**src/rtl/feaddsub.sv**
```systemverilog
// Word-serial modular add/sub over p = 2^(N*W) - C. Each limb produces a raw
// result and a p-corrected result in parallel; the final carries choose the
// canonical one. Optional negate (op=2'b10) is enabled by FEADDSUB_NEG_EN.
module feaddsub #(
  parameter int W    = 17,
  parameter int N    = 15,
  parameter int C    = 19,
  parameter int LOGN = 4
) (
  input  logic           clock,
  input  logic           reset_n,
  input  logic           start,
  input  logic [1:0]     op,
  input  logic [N*W-1:0] a_in,
  input  logic [N*W-1:0] b_in,
  output logic           busy,
  output logic           done,
  output logic [N*W-1:0] out
);
  localparam int L = N*W;
  localparam logic [W-1:0] CW = C[W-1:0];
  // Limb 0 of p is 2^W - C; every higher limb is all ones.
  localparam logic [W-1:0] P0 = -CW;

  typedef enum logic {IDLE, RUN} state_t;

  state_t          state_q, state_d;
  logic [LOGN-1:0] i_q, i_d;
  logic [L-1:0]    a_q, a_d, b_q, b_d;
  logic [L-1:0]    raw_q, raw_d, cor_q, cor_d, out_q, out_d;
  logic            sub_q, sub_d, c0_q, c0_d, c1_q, c1_d, done_q, done_d;
  logic [W-1:0]    pi;
  logic [W:0]      r, t;
  logic            sel_cor;

  // Limb datapath: r is a+-b, t is r corrected by -+p; both carry chains run in lockstep.
  always_comb begin
    pi = (i_q == '0) ? P0 : '1;
    if (sub_q) begin
      r       = {1'b0, a_q[W-1:0]} - {1'b0, b_q[W-1:0]} - {{W{1'b0}}, c0_q};
      t       = {1'b0, r[W-1:0]} + {1'b0, pi} + {{W{1'b0}}, c1_q};
      sel_cor = r[W];
    end else begin
      r       = {1'b0, a_q[W-1:0]} + {1'b0, b_q[W-1:0]} + {{W{1'b0}}, c0_q};
      t       = {1'b0, r[W-1:0]} - {1'b0, pi} - {{W{1'b0}}, c1_q};
      sel_cor = !(!r[W] && t[W]);
    end
  end

  always_comb begin
    state_d = state_q;
    i_d     = i_q;
    a_d     = a_q;
    b_d     = b_q;
    sub_d   = sub_q;
    c0_d    = c0_q;
    c1_d    = c1_q;
    raw_d   = raw_q;
    cor_d   = cor_q;
    out_d   = out_q;
    done_d  = 1'b0;
    case (state_q)
      IDLE: begin
        if (start) begin
          a_d   = a_in;
          b_d   = b_in;
          sub_d = op[0];
`ifdef FEADDSUB_NEG_EN
          if (op == 2'b10) begin
            a_d   = '0;
            b_d   = a_in;
            sub_d = 1'b1;
          end
`endif
          i_d     = '0;
          c0_d    = 1'b0;
          c1_d    = 1'b0;
          state_d = RUN;
        end
      end
      RUN: begin
        a_d   = a_q >> W;
        b_d   = b_q >> W;
        raw_d = {r[W-1:0], raw_q[L-1:W]};
        cor_d = {t[W-1:0], cor_q[L-1:W]};
        c0_d  = r[W];
        c1_d  = t[W];
        i_d   = i_q + 1'b1;
        if (i_q == LOGN'(N-1)) begin
          out_d   = sel_cor ? cor_d : raw_d;
          done_d  = 1'b1;
          state_d = IDLE;
        end
      end
      default: state_d = IDLE;
    endcase
  end

`ifndef FEADDSUB_NEG_EN
  logic unused_op1;
  assign unused_op1 = op[1];
`endif

  always_ff @(posedge clock) begin
    if (!reset_n) begin
      state_q <= IDLE;
      i_q     <= '0;
      a_q     <= '0;
      b_q     <= '0;
      sub_q   <= 1'b0;
      c0_q    <= 1'b0;
      c1_q    <= 1'b0;
      raw_q   <= '0;
      cor_q   <= '0;
      out_q   <= '0;
      done_q  <= 1'b0;
    end else begin
      state_q <= state_d;
      i_q     <= i_d;
      a_q     <= a_d;
      b_q     <= b_d;
      sub_q   <= sub_d;
      c0_q    <= c0_d;
      c1_q    <= c1_d;
      raw_q   <= raw_d;
      cor_q   <= cor_d;
      out_q   <= out_d;
      done_q  <= done_d;
    end
  end

  assign busy = (state_q == RUN);
  assign done = done_q;
  assign out  = out_q;
endmodule
```
**config.mk**
```make
export PLATFORM = sky130hd
export DESIGN_NAME = feaddsub
export DESIGN_NICKNAME = d
export VERILOG_FILES = /design/src/rtl/feaddsub.sv
export SDC_FILE = /design/constraint.sdc
export NUM_CORES = 2
export LEC_CHECK = 0
export CAP_MARGIN = 15
export CORE_MARGIN = 1.5
export CORE_UTILIZATION = 49
export CTS_CLUSTER_DIAMETER = 60
export DETAILED_ROUTE_END_ITERATION = 6
export GPL_ROUTABILITY_DRIVEN = 0
export PLACE_DENSITY_LB_ADDON = 0.12
export SLEW_MARGIN = 0
export SYNTH_ARGS = -nofsm -noshare
export SYNTH_HDL_FRONTEND = slang
export SYNTH_SLANG_ARGS = --single-unit
```
**constraint.sdc**
```tcl
create_clock -name clock -period 4.8 [get_ports clock]
set_input_delay 0.48 -clock clock [delete_from_list [all_inputs] [get_ports clock]]
set_output_delay 0.48 -clock clock [all_outputs]
set_load 0.005 [all_outputs]
```
**The metal 1 layer**

Scale: 1 px per µm.
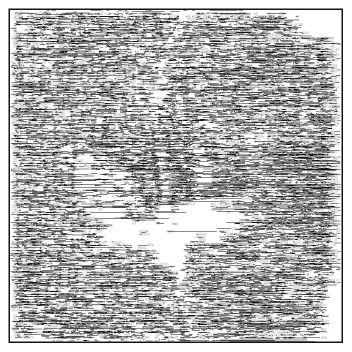
share of all routed wire: 42%
main direction: horizontal
longest straight run: 92.0 µm
nets with wire on the layer: 6683
wire length on this layer: 68.4 mm

**Signal wires on met2**

Scale: 1.5 px per µm.
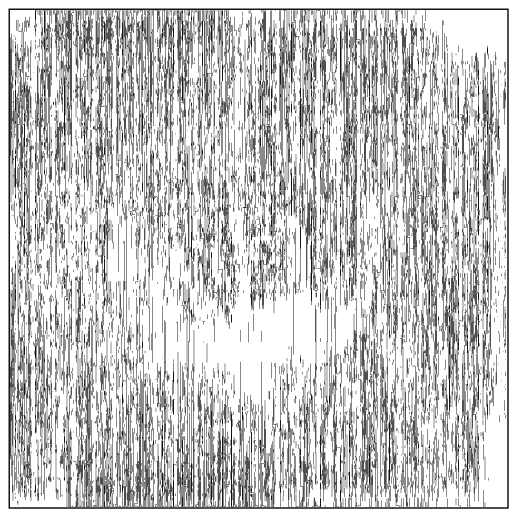
share of all routed wire: 49%
main direction: vertical
longest straight run: 104 µm

==> Changelog: implementation <==
### Metrics

- Max_cap viols: 0
- Clk root buf: clkbuf_16
- Seq area share: between 30% and 40%
- P_seq: 11.0 mW
- Nets at Floorplan: about 6500
- Die Span Y: ~330 µm
- # clk buffers: 204
- RSZ-0062 raised after global routing: true
- Flop count: 1250
- Cell Area, Synth: 0.05288 mm²
- Max FO, Critical Path: 6
- Clk pwr share: about 39%
- Syn avg cell area: between 8 and 9 µm²
- DRT Wirelength: 163100 µm
- Vias per cell: 5.301
- Pin count of the biggest net entering global routing: 247
- Global route overflow: 0
- Vias in the first global route: 40240
- Worst-Skew Late Latency: 740 ps
- Clock network area share: 6.796%
- Post-synth regs: 1250
- Core area: between 0.1 and 0.15 mm²
- Int Pwr: 20.39 mW
- DRT iter0 DRCs: 2972
- Critical path capture point type: register
- Critical Path Source Type: register
- Clk_skew: 27.62 ps
- CTS tree: done
- Tool Warnings: 81
- CP delay by family, top: AND-OR/OR-AND gates
- Final setup margin: -13.73 ps
- First-pass GRT wire length: 242000 µm
- Async SR Flop Fraction: 0%
- Most frequent cells in the layout: 1480 x nor2_1, 1247 x dfxtp_1, 1181 x mux2i_1
- DR pass1 iterations: 5
- Pre-CTS WS: -265.8 ps
- Layout Cells excl Fill: 8094
- Comb pwr: 6.23 mW
- Cell Area, Placed: 0.06205 mm²
- Wire per inst: 20.15 µm
- Filler cells: 9131
- I/O Pins: 772
- Final Max Slew Viols: 0
- Leak Pwr: 28.21 nW
- Synth top area share: 47.32%
- Mux area share: a little under a quarter
- Final ANT Viol Nets: 0
- Failing checks: setup timing
- Rows: 120
- Top-count cell post-synth: nor2_1
- Status: complete, but fails checks
- Storage element area: 0.02503 mm²
- Hold slack: 358.4 ps
- Finished Cell Area: 0.06799 mm²
- Multi-input gates: 4148
- Final number of setup-violating endpoints: 4
- Combinational Power Share: between 20 and 25%
- Post-synth top area cell: dfxtp_1
- Main logic family: multiplexers
- Clk buf depth: 3
- DIE WIDTH: 331.5 µm
- Chip area: roughly 0.11 mm²
- Logic share of the area: 38.47%
- Synth Area in Compound Gates: 9.499%
- CP Class: register to register
- Leading cell kind: logic gates
- Max stage delay on crit path: around 500 ps
- Endpoints failing hold: 0
- F_max: 207.7 MHz
- Net Sw Frac: between 20% and 30%
- Via count: between 40000 and 50000
[path summary, 6_finish.rpt]
path	slack, ps	startpoint	end	depth (start not counted)
setup / recovery	-10	c0_q	out[69]	24
hold / removal	360	a_in[238]	a_q[238]	3
setup reg to reg	-10	c0_q	out[69]	24
hold reg to reg	440	out[21]	out[21]	2
[repair_timing]
| action | CTS | global route |
|---|---|---|
| hold buffers | 0 | 0 |
| gates cloned | 0 | 20 |
| gates resized | 6 | 99 |
| endpoints found under the setup margin | 252 | 259 |
| pin swaps | 4 | 30 |
| setup buffers | 4 | 20 |
[routing by layer]
layer / vias to the layer above / track usage, % / wire length [µm]
met3: 320 / 7.185 / 9294
met1: 20230 / 34.10 / 68440
li1: 21310 / - / -
met4: 68 / 10.98 / 5620
met2: 975 / 47.53 / 79320
met5: - / 0 / 460
Power figures rest on the tool's default switching activity, not on a simulated workload.
